<file path="src/rtl/video_frame_gate.sv">
// -----------------------------------------------------------------------------
// video_frame_gate
//
// Frame-structure sanitizer in front of the frame buffer write path. Locks onto
// start-of-frame (tuser), checks every line against FRAME_RES_X x FRAME_RES_Y,
// and repairs or discards malformed traffic so that downstream only sees lines
// that start on a frame boundary and end with tlast at the configured width.
//
// Optional feature macro: VIDEO_FRAME_GATE_PAD_EN
//   defined   -> short lines are zero-padded to FRAME_RES_X and an early SOF is
//                held until the current line has been padded out.
//   undefined -> short lines pass through short and are only flagged.
//
// Ports
//   clk_i, rst_n_i          single clock, async active-low reset
//   video_i_*               AXI4-Stream slave: raw pixels, tuser=SOF, tlast=EOL
//   video_o_*               AXI4-Stream master: sanitized pixels, one register
//                           stage, tstrb/tkeep tied to all ones
//   locked_o                high while a frame is being passed
//   err_stb_o / err_code_o  one-cycle error pulse; 0 SHORT, 1 LONG,
//                           2 EARLY_SOF, 3 EXTRA_LINE
//   err_cnt_o               saturating error count, cleared only by reset
// -----------------------------------------------------------------------------
module video_frame_gate #(
    parameter int FRAME_RES_X   = 1920,
    parameter int FRAME_RES_Y   = 1080,
    parameter int TDATA_WIDTH   = 16,
    parameter int ERR_CNT_WIDTH = 16
) (
    input  logic                           clk_i,
    input  logic                           rst_n_i,
    input  logic                           video_i_tvalid,
    output logic                           video_i_tready,
    input  logic [TDATA_WIDTH-1:0]         video_i_tdata,
    input  logic [0:0]                     video_i_tuser,
    input  logic                           video_i_tlast,
    output logic                           video_o_tvalid,
    input  logic                           video_o_tready,
    output logic [TDATA_WIDTH-1:0]         video_o_tdata,
    output logic [(TDATA_WIDTH+7)/8-1:0]   video_o_tstrb,
    output logic [(TDATA_WIDTH+7)/8-1:0]   video_o_tkeep,
    output logic [0:0]                     video_o_tuser,
    output logic                           video_o_tlast,
    output logic                           locked_o,
    output logic                           err_stb_o,
    output logic [1:0]                     err_code_o,
    output logic [ERR_CNT_WIDTH-1:0]       err_cnt_o
);

`ifdef VIDEO_FRAME_GATE_PAD_EN
    localparam bit PAD_EN = 1'b1;
`else
    localparam bit PAD_EN = 1'b0;
`endif

    localparam int KEEP_W = (TDATA_WIDTH + 7) / 8;
    localparam int XW     = $clog2(FRAME_RES_X);
    localparam int YW     = $clog2(FRAME_RES_Y);

    localparam logic [XW-1:0] X_LAST = XW'(FRAME_RES_X - 1);
    localparam logic [XW-1:0] X_ZERO = {XW{1'b0}};
    localparam logic [XW-1:0] X_ONE  = XW'(1'b1);
    localparam logic [YW-1:0] Y_LAST = YW'(FRAME_RES_Y - 1);
    localparam logic [YW-1:0] Y_ZERO = {YW{1'b0}};
    localparam logic [YW-1:0] Y_ONE  = YW'(1'b1);
    localparam logic [ERR_CNT_WIDTH-1:0] CNT_ONE = ERR_CNT_WIDTH'(1'b1);
    localparam logic [ERR_CNT_WIDTH-1:0] CNT_MAX = {ERR_CNT_WIDTH{1'b1}};

    localparam logic [1:0] ERR_SHORT = 2'd0;
    localparam logic [1:0] ERR_LONG  = 2'd1;
    localparam logic [1:0] ERR_EARLY = 2'd2;
    localparam logic [1:0] ERR_EXTRA = 2'd3;

    typedef enum logic [1:0] {
        ST_WAIT_SOF = 2'd0,
        ST_PASS     = 2'd1,
        ST_PAD      = 2'd2,
        ST_DROP     = 2'd3
    } state_t;

    state_t                   state_r, state_nx_s, take_nx_s;
    logic [XW-1:0]            x_cnt_r, x_nx_s, eff_x_s;
    logic [YW-1:0]            y_cnt_r, y_nx_s, eff_y_s;
    logic                     frame_done_r, done_nx_s;   // last line closed a frame
    logic                     pad_to_sof_r, pad_sof_nx_s; // pad was caused by an early SOF
    logic                     out_valid_r, out_user_r, out_last_r;
    logic [TDATA_WIDTH-1:0]   out_data_r;
    logic                     locked_r, err_stb_r;
    logic [1:0]               err_code_r;
    logic [ERR_CNT_WIDTH-1:0] err_cnt_r;

    logic is_sof_s, x_end_s, short_s, long_s, line_end_s, frame_end_s;
    logic early_s, hold_sof_s, can_load_s, gate_s, fire_s, take_s;
    logic hold_fire_s, pad_fire_s, pad_last_s;
    logic load_s, ld_user_s, ld_last_s, err_s;
    logic [TDATA_WIDTH-1:0] ld_data_s;
    logic [1:0]             err_code_s;

    // Beat decode: effective pixel position, line/frame end and handshake gating
    always_comb begin
        is_sof_s    = video_i_tuser[0];
        // An SOF beat always restarts the raster at (0,0)
        eff_x_s     = is_sof_s ? X_ZERO : x_cnt_r;
        eff_y_s     = is_sof_s ? Y_ZERO : y_cnt_r;
        x_end_s     = (eff_x_s == X_LAST);
        short_s     = video_i_tlast && !x_end_s;
        long_s      = x_end_s && !video_i_tlast;
        line_end_s  = PAD_EN ? x_end_s : (x_end_s || video_i_tlast);
        frame_end_s = line_end_s && (eff_y_s == Y_LAST);
        early_s     = is_sof_s && (state_r == ST_PASS) &&
                      ((x_cnt_r != X_ZERO) || (y_cnt_r != Y_ZERO));
        // With padding, a mid-line SOF stays on the input until the line is closed
        hold_sof_s  = PAD_EN && early_s && (x_cnt_r != X_ZERO);
        can_load_s  = !out_valid_r || video_o_tready;
        case (state_r)
            ST_WAIT_SOF: gate_s = 1'b1;
            ST_PASS:     gate_s = !hold_sof_s;
            ST_DROP:     gate_s = 1'b1;
            default:     gate_s = 1'b0;
        endcase
        video_i_tready = gate_s && can_load_s;
        fire_s         = video_i_tvalid && video_i_tready;
        take_s         = fire_s && ((state_r == ST_PASS) ||
                                    ((state_r == ST_WAIT_SOF) && is_sof_s));
        hold_fire_s    = video_i_tvalid && can_load_s && (state_r == ST_PASS) && hold_sof_s;
        pad_fire_s     = (state_r == ST_PAD) && can_load_s;
        pad_last_s     = (x_cnt_r == X_LAST);
        if (long_s) begin
            take_nx_s = ST_DROP;
        end else if (PAD_EN && short_s) begin
            take_nx_s = ST_PAD;
        end else if (frame_end_s) begin
            take_nx_s = ST_WAIT_SOF;
        end else begin
            take_nx_s = ST_PASS;
        end
    end

    // FSM next-state logic
    always_comb begin
        state_nx_s = state_r;
        case (state_r)
            ST_WAIT_SOF: begin
                if (take_s) state_nx_s = take_nx_s;
                else        state_nx_s = ST_WAIT_SOF;
            end
            ST_PASS: begin
                if (hold_fire_s) state_nx_s = ST_PAD;
                else if (take_s) state_nx_s = take_nx_s;
                else             state_nx_s = ST_PASS;
            end
            ST_PAD: begin
                if (pad_fire_s && pad_last_s)
                    state_nx_s = (pad_to_sof_r || (y_cnt_r == Y_LAST)) ? ST_WAIT_SOF : ST_PASS;
                else
                    state_nx_s = ST_PAD;
            end
            ST_DROP: begin
                if (fire_s && video_i_tlast)
                    state_nx_s = frame_done_r ? ST_WAIT_SOF : ST_PASS;
                else
                    state_nx_s = ST_DROP;
            end
            default: state_nx_s = ST_WAIT_SOF;
        endcase
    end

    // FSM outputs: output-register load, counter update and error classification
    always_comb begin
        x_nx_s       = x_cnt_r;
        y_nx_s       = y_cnt_r;
        done_nx_s    = frame_done_r;
        pad_sof_nx_s = pad_to_sof_r;
        load_s       = 1'b0;
        ld_data_s    = {TDATA_WIDTH{1'b0}};
        ld_user_s    = 1'b0;
        ld_last_s    = 1'b0;
        err_s        = 1'b0;
        err_code_s   = ERR_SHORT;
        if (take_s) begin
            load_s       = 1'b1;
            ld_data_s    = video_i_tdata;
            ld_user_s    = (eff_x_s == X_ZERO) && (eff_y_s == Y_ZERO);
            ld_last_s    = line_end_s;
            x_nx_s       = line_end_s ? X_ZERO : eff_x_s + X_ONE;
            if (line_end_s) y_nx_s = (eff_y_s == Y_LAST) ? Y_ZERO : eff_y_s + Y_ONE;
            else            y_nx_s = eff_y_s;
            done_nx_s    = frame_end_s;
            pad_sof_nx_s = 1'b0;
            if (early_s) begin
                err_s = 1'b1; err_code_s = ERR_EARLY;
            end else if (short_s) begin
                err_s = 1'b1; err_code_s = ERR_SHORT;
            end else if (long_s) begin
                err_s = 1'b1; err_code_s = ERR_LONG;
            end else begin
                err_s = 1'b0;
            end
        end else if (hold_fire_s) begin
            err_s        = 1'b1;
            err_code_s   = ERR_EARLY;
            pad_sof_nx_s = 1'b1;
        end else if (pad_fire_s) begin
            load_s    = 1'b1;
            ld_last_s = pad_last_s;
            if (pad_last_s) begin
                x_nx_s = X_ZERO;
                if (pad_to_sof_r) begin
                    y_nx_s    = Y_ZERO;
                    done_nx_s = 1'b0;
                end else begin
                    y_nx_s    = (y_cnt_r == Y_LAST) ? Y_ZERO : y_cnt_r + Y_ONE;
                    done_nx_s = (y_cnt_r == Y_LAST);
                end
            end else begin
                x_nx_s = x_cnt_r + X_ONE;
            end
        end else if (fire_s && (state_r == ST_WAIT_SOF) && frame_done_r) begin
            // First stray beat after a completed frame; flagged once per gap
            err_s      = 1'b1;
            err_code_s = ERR_EXTRA;
            done_nx_s  = 1'b0;
        end else begin
            load_s = 1'b0;
        end
    end

    // FSM state register
    always_ff @(posedge clk_i or negedge rst_n_i) begin
        if (!rst_n_i) state_r <= ST_WAIT_SOF;
        else          state_r <= state_nx_s;
    end

    // Counters, output stage and status registers
    always_ff @(posedge clk_i or negedge rst_n_i) begin
        if (!rst_n_i) begin
            x_cnt_r      <= X_ZERO;
            y_cnt_r      <= Y_ZERO;
            frame_done_r <= 1'b0;
            pad_to_sof_r <= 1'b0;
            out_valid_r  <= 1'b0;
            out_data_r   <= {TDATA_WIDTH{1'b0}};
            out_user_r   <= 1'b0;
            out_last_r   <= 1'b0;
            locked_r     <= 1'b0;
            err_stb_r    <= 1'b0;
            err_code_r   <= 2'd0;
            err_cnt_r    <= {ERR_CNT_WIDTH{1'b0}};
        end else begin
            x_cnt_r      <= x_nx_s;
            y_cnt_r      <= y_nx_s;
            frame_done_r <= done_nx_s;
            pad_to_sof_r <= pad_sof_nx_s;
            // Payload only changes on a load, so it stays stable under backpressure
            if (can_load_s) begin
                out_valid_r <= load_s;
                if (load_s) begin
                    out_data_r <= ld_data_s;
                    out_user_r <= ld_user_s;
                    out_last_r <= ld_last_s;
                end
            end
            locked_r  <= (state_nx_s != ST_WAIT_SOF);
            err_stb_r <= err_s;
            if (err_s) begin
                err_code_r <= err_code_s;
                if (err_cnt_r != CNT_MAX) err_cnt_r <= err_cnt_r + CNT_ONE;
            end
        end
    end

    assign video_o_tvalid   = out_valid_r;
    assign video_o_tdata    = out_data_r;
    assign video_o_tuser[0] = out_user_r;
    assign video_o_tlast    = out_last_r;
    assign video_o_tstrb    = {KEEP_W{1'b1}};
    assign video_o_tkeep    = {KEEP_W{1'b1}};
    assign locked_o         = locked_r;
    assign err_stb_o        = err_stb_r;
    assign err_code_o       = err_code_r;
    assign err_cnt_o        = err_cnt_r;

endmodule

</file>
<file path="config.mk">
export PLATFORM = sky130hd
export DESIGN_NAME = video_frame_gate
export DESIGN_NICKNAME = d
export VERILOG_FILES = /design/src/rtl/video_frame_gate.sv
export SDC_FILE = /design/constraint.sdc
export NUM_CORES = 1
export LEC_CHECK = 0
export CAP_MARGIN = 40
export CORE_ASPECT_RATIO = 1.5
export CORE_UTILIZATION = 25
export CTS_CLUSTER_DIAMETER = 50
export DETAILED_ROUTE_END_ITERATION = 10
export PLACE_DENSITY = 0.5
export SLEW_MARGIN = 20
export SYNTH_ARGS = -nofsm -noshare
export SYNTH_HDL_FRONTEND = slang
export SYNTH_SLANG_ARGS = --single-unit
</file>
<file path="constraint.sdc">
create_clock -name clk_i -period 4.4 [get_ports clk_i]
set_input_delay 1.32 -clock clk_i [delete_from_list [all_inputs] [get_ports clk_i]]
set_output_delay 1.32 -clock clk_i [all_outputs]
set_load 0.02 [all_outputs]
</file>
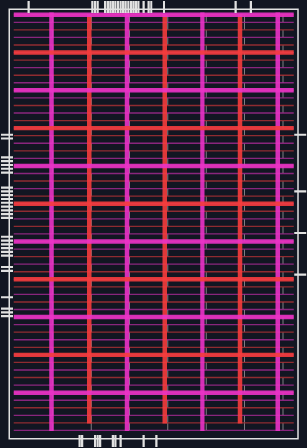
*Power grid, run 1*
Pins as bars on the die edge. Tap cells in grey.
legend:
  VDD:
    colour: red
  VSS:
    colour: magenta
met4 straps: 7
signal pins: 66

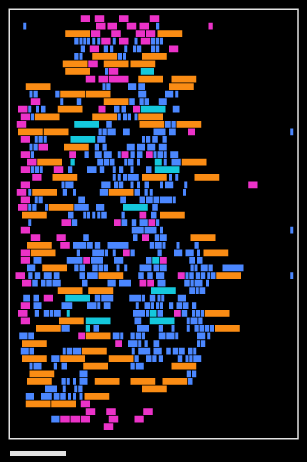
*Cell classes on the final placement, run 1*
Scale bar: 20 µm.
legend:
  all other logic:
    colour: blue
    cells: 357
    share_of_their_area: 45%
  clock drivers and dummy loads:
    colour: cyan
    cells: 16
    share_of_their_area: 5.8%
  other buffers and delay cells:
    colour: magenta
    cells: 81
    share_of_their_area: 16%
  flip-flops:
    colour: orange
    cells: 64
    share_of_their_area: 33%

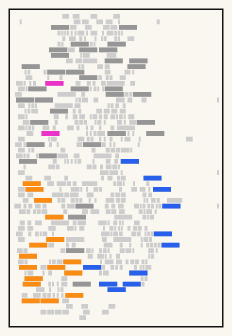
*Register map, names as in the netlist, run 1*
Other sequential cells in the stronger grey, the rest of the logic in the fainter grey.
legend:
  err_cnt_o:
    colour: orange
    sequential_cells: 16
    where: lower left
  err_code_o:
    colour: magenta
    sequential_cells: 2
  y_cnt_r:
    colour: blue
    sequential_cells: 11
not coloured: 35
fraction of area in registers: 31.8%
Register Area: 1600 µm²
final core utilization: 33.4%
P_seq: 0.788 mW

==> run 1: kinds of logic after synthesis <==
| family | after synthesis | synth area share [%] |
|---|---|---|
| AOI/OAI and AO/OA | 84 | 14.9 |
| xor gates and xnor gates | 24 | 5.46 |
| adders and majority gates | 12 | 3.90 |
| buffers and inverters | 43 | 5.07 |
| DFF | 64 | 41.6 |
| muxes | 2 | 0.552 |
| other | 1 | 0.0973 |
| and+or+nand+nor | 213 | 28.5 |
==> run 1: metrics by stage <==
stage / cell area [µm²] / utilization [%]
after CTS: 5030 / 33.4
after floorplan: 3860 / -
after detailed placement: 4760 / 31.6
after global placement: 4740 / 31.4
after global routing: 5030 / 33.4
final: 5030 / 33.4
==> run 1: worst max-delay path: stages <==
cell and delay [ns]:
sky130_fd_sc_hd__clkdlybuf4s50_1 0.44, sky130_fd_sc_hd__nor2b_1 0.45, sky130_fd_sc_hd__nor2_1 0.20, sky130_fd_sc_hd__clkdlybuf4s50_1 0.58
==> run 1: cells in the mapped netlist (7+ instances only) <==
master	number	area, µm²
sky130_fd_sc_hd__dfrtp_1	64	1600
sky130_fd_sc_hd__nor4_1	7	43.8
sky130_fd_sc_hd__nand4_1	20	125
sky130_fd_sc_hd__nand2b_1	7	43.8
sky130_fd_sc_hd__o21ai_0	19	95.1
sky130_fd_sc_hd__nand2_1	66	248
sky130_fd_sc_hd__nand3_1	29	145
sky130_fd_sc_hd__a21oi_1	20	100
sky130_fd_sc_hd__nor3_1	11	55.1
sky130_fd_sc_hd__xnor2_1	18	158
sky130_fd_sc_hd__nor2_1	36	135
sky130_fd_sc_hd__ha_1	12	150
sky130_fd_sc_hd__clkbuf_1	12	45.0
sky130_fd_sc_hd__inv_1	18	67.6
==> run 1: worst max path at each step <==
stage / start / end / cells after the start
after floorplan: video_i_tuser / y_cnt_r[10] / 16
after global placement: video_i_tuser / err_cnt_o[1] / 12
after detailed placement: video_i_tuser / err_cnt_o[1] / 12
after CTS: video_o_tready / video_i_tready / 4
after global routing: video_o_tready / video_i_tready / 4
final: video_o_tready / video_i_tready / 4
==> run 1: metal layers <==
metal / global-route usage, % / part of all wire, % / routed length (µm)
met1: 16.4 / 40 / 4520
met2: 26.8 / 52 / 5870
met3: 3.09 / 4.1 / 456
met4: 7.65 / 3.6 / 406
met5: 0 / 0 / 0
==> run 1: cell type report <==
type	instances	area [µm²]	share of cell area (%)
clock inverters	5	32.5	0.646
clock buffers	11	243	4.82
well taps	199	249	4.95
repair buffers	81	768	15.3
flip-flops and latches	64	1600	31.8
inverters	18	67.6	1.34
multi-input cells	339	2070	41.2
==> run 1: state kept, by name (all words and copies together), names as in the netlist <==
name / cells
err_code_o: 2
y_cnt_r: 11
frame_done_r: 1
err_stb_o: 1
locked_o: 1
video_o_tvalid: 1
video_o_tuser: 1
err_cnt_o: 16
x_cnt_r: 11
video_o_tlast: 1
video_o_tdata: 16
state_r: 2
==> run 1: power by group through the flow <==
stage	Clock (mW)	Sequential (mW)	Combinational [mW]
after global placement	0	0.797	0.609
final	0.665	0.788	0.613
after floorplan	0	0.872	0.246
after CTS	0.678	0.790	0.621
after global routing	0.707	0.805	0.667
after detailed placement	0	0.799	0.618
==> run notes, run 1 <==
### Run status
* **outcome** complete, no violations

### Layout
* **area growth from synthesis to layout** 30.7%
* **top library cells by usage in the layout, fill and taps aside** sky130_fd_sc_hd__nand2_1, sky130_fd_sc_hd__dfrtp_1, sky130_fd_sc_hd__clkdlybuf4s50_1, sky130_fd_sc_hd__nor2_1, sky130_fd_sc_hd__nand3_1
* **post-route insts no fill** 717
* **total number of nets in the final design** 547
* **layout cell share with drive strength beyond 1** 10.6%

### Global routing
* **wire length of the first global-routing pass** 18,500 µm
* **total congestion overflow** 0

### Critical path
* **Arrival @ worst endpoint** 2.99 ns
* **endpoint type of the worst setup path** output pin

### Route
* **drt drc** 0
* **remaining antenna violation count** 0
* **number of detailed-routing iterations run before antenna repair** 4
* **Via Count** 3,616
* **drt wl/cell** 15.7 µm

### Synthesis
* **average footprint of a synthesized cell** 8.70 µm²
* **synthesis warning total** 0
* **post-synthesis cell count from yosys** 443
* **post-synthesis chip area from yosys** 3850 µm²
* **EDFF count, synth** 0
* **gate count of the mapped netlist** 443
* **top flip-flop cell by instance count after synthesis** sky130_fd_sc_hd__dfrtp_1
* **number of register bits inferred by synthesis** 64
* **post-synthesis cell area** 3850 µm²

### Power
* **pwr dens** 410 nW/µm²
* **Leakage Power** 2.11 nW
* **Worst IR Drop VDD** 0.174 mV
* **Clk network pwr share** 32.2%
* **cell-internal power** 1.36 mW
* **combinational cell fraction of total power** 29.7%

### Final timing
* **Worst slew margin** 54.8%
* **setup repair after global routing missed its margin** false
* **fin crit share** 97.9%
* **final hold violation count** 0

### Clocking
* **clock transition at the register clock pins on the worst setup and hold paths after CTS** 0.05 ns
* **Max Buffers Root-to-Sink** 2
* **Clk Latency, worst-skew pair** 0.33 ns

### Die
* **die width** 103 µm
* **core region area** 15,100 µm²

### Hold path
* **endpoint with the worst hold slack** video_o_tuser

### Placement
* **# placed instances** 701

### Routing congestion map, run 1

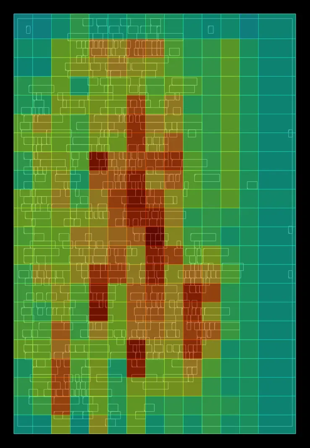

==> inputs of run 2 (changes only) <==
==> constraint.sdc (replaced) <==
create_clock -name clk_i -period 4.4 [get_ports clk_i]
set_input_delay 1.32 -clock clk_i [delete_from_list [all_inputs] [get_ports clk_i]]
set_output_delay 1.32 -clock clk_i [all_outputs]
set_load 0.005 [all_outputs]
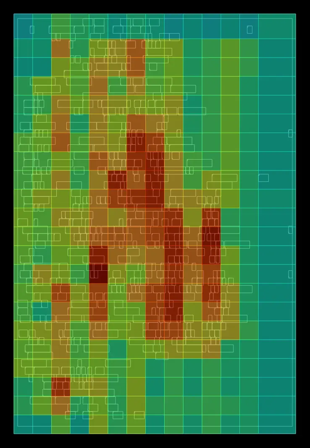
*Routing congestion map, run 2*
final core utilization: 33.4%
GRT Resource Usage Total: 15.2%
global routing usage on met2: 26.6%
routing layer with the top usage in global route: met2

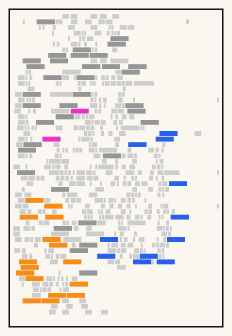
*Register map, names as in the netlist, run 2*
Other sequential cells in the stronger grey, the rest of the logic in the fainter grey.
legend:
  err_cnt_o:
    colour: orange
    sequential_cells: 16
    where: lower left
  y_cnt_r:
    colour: blue
    sequential_cells: 11
  err_code_o:
    colour: magenta
    sequential_cells: 2
not coloured: 35
P_seq: 0.791 mW
fraction of area in registers: 31.8%

==> run 2 against run 1 <==
Final area hardly changed. Die size is the same. Non-clock buffer count is 5 lower. Critical path type unchanged.
==> run notes, run 2 <==
### Run status
* **outcome** complete, no violations, unchanged

### Clocking
* **Clk Latency, worst-skew pair** 0.33 ns, about the same
* **clock transition at the register clock pins on the worst setup and hold paths after CTS** 0.05 ns, about the same
* **number of H-tree branching levels** 3, unchanged
* **Max Buffers Root-to-Sink** 2, unchanged

### Die
* **overall chip area** 15,900 µm², unchanged
* **core region area** 15,100 µm², unchanged
* **Rows** 55, unchanged
* **die width** 103 µm, unchanged

### Final timing
* **setup repair after global routing missed its margin** false, unchanged
* **Worst slew margin** 49.2%, was 54.8%
* **Hold Worst Slack** 0.489 ns, was 0.484 ns
* **final hold violation count** 0, unchanged
* **Worst-Margin Slew** 0.759 ns, was 0.672 ns
* **fin crit share** 93.8%, was 97.9%

### Synthesis
* **post-synthesis chip area from yosys** 3850 µm², unchanged
* **post-synthesis cell count from yosys** 443, unchanged
* **most numerous cell in the Yosys netlist** sky130_fd_sc_hd__nand2_1, unchanged
* **cell types occupying the most area after synthesis** sky130_fd_sc_hd__dfrtp_1, sky130_fd_sc_hd__nand2_1, sky130_fd_sc_hd__xnor2_1, unchanged
* **number of library cell types mapped by synthesis** 71, unchanged
* **post-synthesis cell area** 3850 µm², unchanged
* **EDFF count, synth** 0, unchanged
* **commonest cells in the synthesized netlist** sky130_fd_sc_hd__nand2_1, sky130_fd_sc_hd__dfrtp_1, sky130_fd_sc_hd__nor2_1, sky130_fd_sc_hd__nand3_1, unchanged
* **number of register bits inferred by synthesis** 64, unchanged
* **average footprint of a synthesized cell** 8.70 µm², unchanged
* **top flip-flop cell by instance count after synthesis** sky130_fd_sc_hd__dfrtp_1, unchanged
* **synthesis warning total** 0, unchanged
* **fraction of synthesized cell area taken by the top area cell type** 41.6%, unchanged
* **gate count of the mapped netlist** 443, unchanged
* **cell type with the highest aggregate area in the netlist** sky130_fd_sc_hd__dfrtp_1, unchanged
* **async set-or-reset flop fraction in the synthesized netlist** 100%, unchanged

### Power
* **fraction of power spent switching nets** 30.5%, was 34.3%
* **Clk network pwr share** 35.1%, was 32.2%
* **pwr dens** 399 nW/µm², was 410 nW/µm²
* **combinational cell fraction of total power** 25.4%, was 29.7%
* **Worst IR Drop VDD** 0.226 mV, was 0.174 mV
* **cell-internal power** 1.39 mW, was 1.36 mW
* **Leakage Power** 2.10 nW, was 2.11 nW

### Route
* **drt drc** 0, unchanged
* **drt wl/cell** 16.0 µm, was 15.7 µm
* **number of detailed-routing iterations run before antenna repair** 4, unchanged
* **Via Count** 3,556, was 3,616

### Layout
* **top library cells by usage in the layout, fill and taps aside** sky130_fd_sc_hd__nand2_1, sky130_fd_sc_hd__dfrtp_1, sky130_fd_sc_hd__clkdlybuf4s50_1, sky130_fd_sc_hd__nor2_1, sky130_fd_sc_hd__nand3_1, unchanged
* **total number of nets in the final design** 542, was 547
* **area growth from synthesis to layout** 30.6%, was 30.7%
* **post-route insts no fill** 711, was 717
* **cell area after layout** 5030 µm², about the same
* **layout cell share with drive strength beyond 1** 9.96%, was 10.6%

### Placement
* **Post-Place Cell Area** 4730 µm², was 4760 µm²
* **# placed instances** 696, was 701
* **Final HPWL DP** 8510 µm, was 8380 µm
* **RePlAce Congestion** 0.837, was 0.861

### Global routing
* **via count of the first global-routing pass** 3,640, was 3,732
* **wire length of the first global-routing pass** 18,700 µm, was 18,500 µm
* **total congestion overflow** 0, unchanged

### Critical path
* **launch point of the critical path** video_o_tready, unchanged
* **WP data required** 3.08 ns, about the same
* **endpoint type of the worst setup path** output pin, unchanged
* **Arrival @ worst endpoint** 2.81 ns, was 2.99 ns

run 2: critical path, stage by stage:
cell and delay, ns:
sky130_fd_sc_hd__clkdlybuf4s50_1 0.41, sky130_fd_sc_hd__nor2b_1 0.42, sky130_fd_sc_hd__nor2_1 0.17, sky130_fd_sc_hd__clkdlybuf4s50_1 0.48
run 2: per-stage QoR:
| step | setup WS, ns | util (%) |
|---|---|---|
| after detailed placement | -0.0771 | 31.4 |
| after global routing | 0.111 | 33.4 |
| after CTS | 0.280 | 33.3 |
| after global placement | 0.0389 | 31.2 |
| after floorplan | 0.219 | - |
| final | 0.275 | 33.4 |
run 2: logic make-up after synthesis:
group	after synthesis	share of synthesized area, %
muxes	2	0.552
AOI/OAI and AO/OA	84	14.9
buffers and inverters	43	5.07
other	1	0.0973
xor gates and xnor gates	24	5.46
DFF	64	41.6
adders and majority gates	12	3.90
and+or+nand+nor	213	28.5
run 2: layout make-up:
class | count | area (µm²)
tap | 199 | 249
clock inverter | 6 | 71.3
multi-input combinational | 339 | 2080
sequential | 64 | 1600
timing repair buffer | 76 | 738
clock buffer | 9 | 225
fill | 1566 | 10000
inverter | 18 | 67.6
run 2: what timing repair did:
action                                  4_1_cts  5_1_grt
buffers inserted                              0        0
endpoints found under the setup margin        0       10
hold endpoints to repair                      0        0
gates resized                                 0        1
run 2: worst paths after layout:
kind                                       end  slack (ns)  cells after the start
worst min register to register   err_code_o[0]        0.49                      1
worst max register to register    err_cnt_o[1]        1.37                     10
worst max-delay path            video_i_tready        0.27                      4
worst min-delay path             err_code_o[0]        0.49                      1
max in group asynchronous           y_cnt_r[0]        2.71                      3
min in group asynchronous           x_cnt_r[8]        0.94                      1
run 2: routing by layer:
layer	wire length, µm	GRT usage (%)
met1	4620	17.3
met2	6050	26.6
met3	398	3.05
met4	315	6.91
met5	0	0
run 2: power by group through the flow:
| stage | Sequential, mW | Clock [mW] | Combinational, mW |
|---|---|---|---|
| floorplan | 0.783 | 0 | 0.243 |
| global placement | 0.800 | 0 | 0.508 |
| detailed placement | 0.801 | 0 | 0.519 |
| CTS | 0.792 | 0.724 | 0.521 |
| global route | 0.806 | 0.752 | 0.567 |
| finish | 0.791 | 0.705 | 0.510 |
Power is estimated from default activity; no workload was simulated.
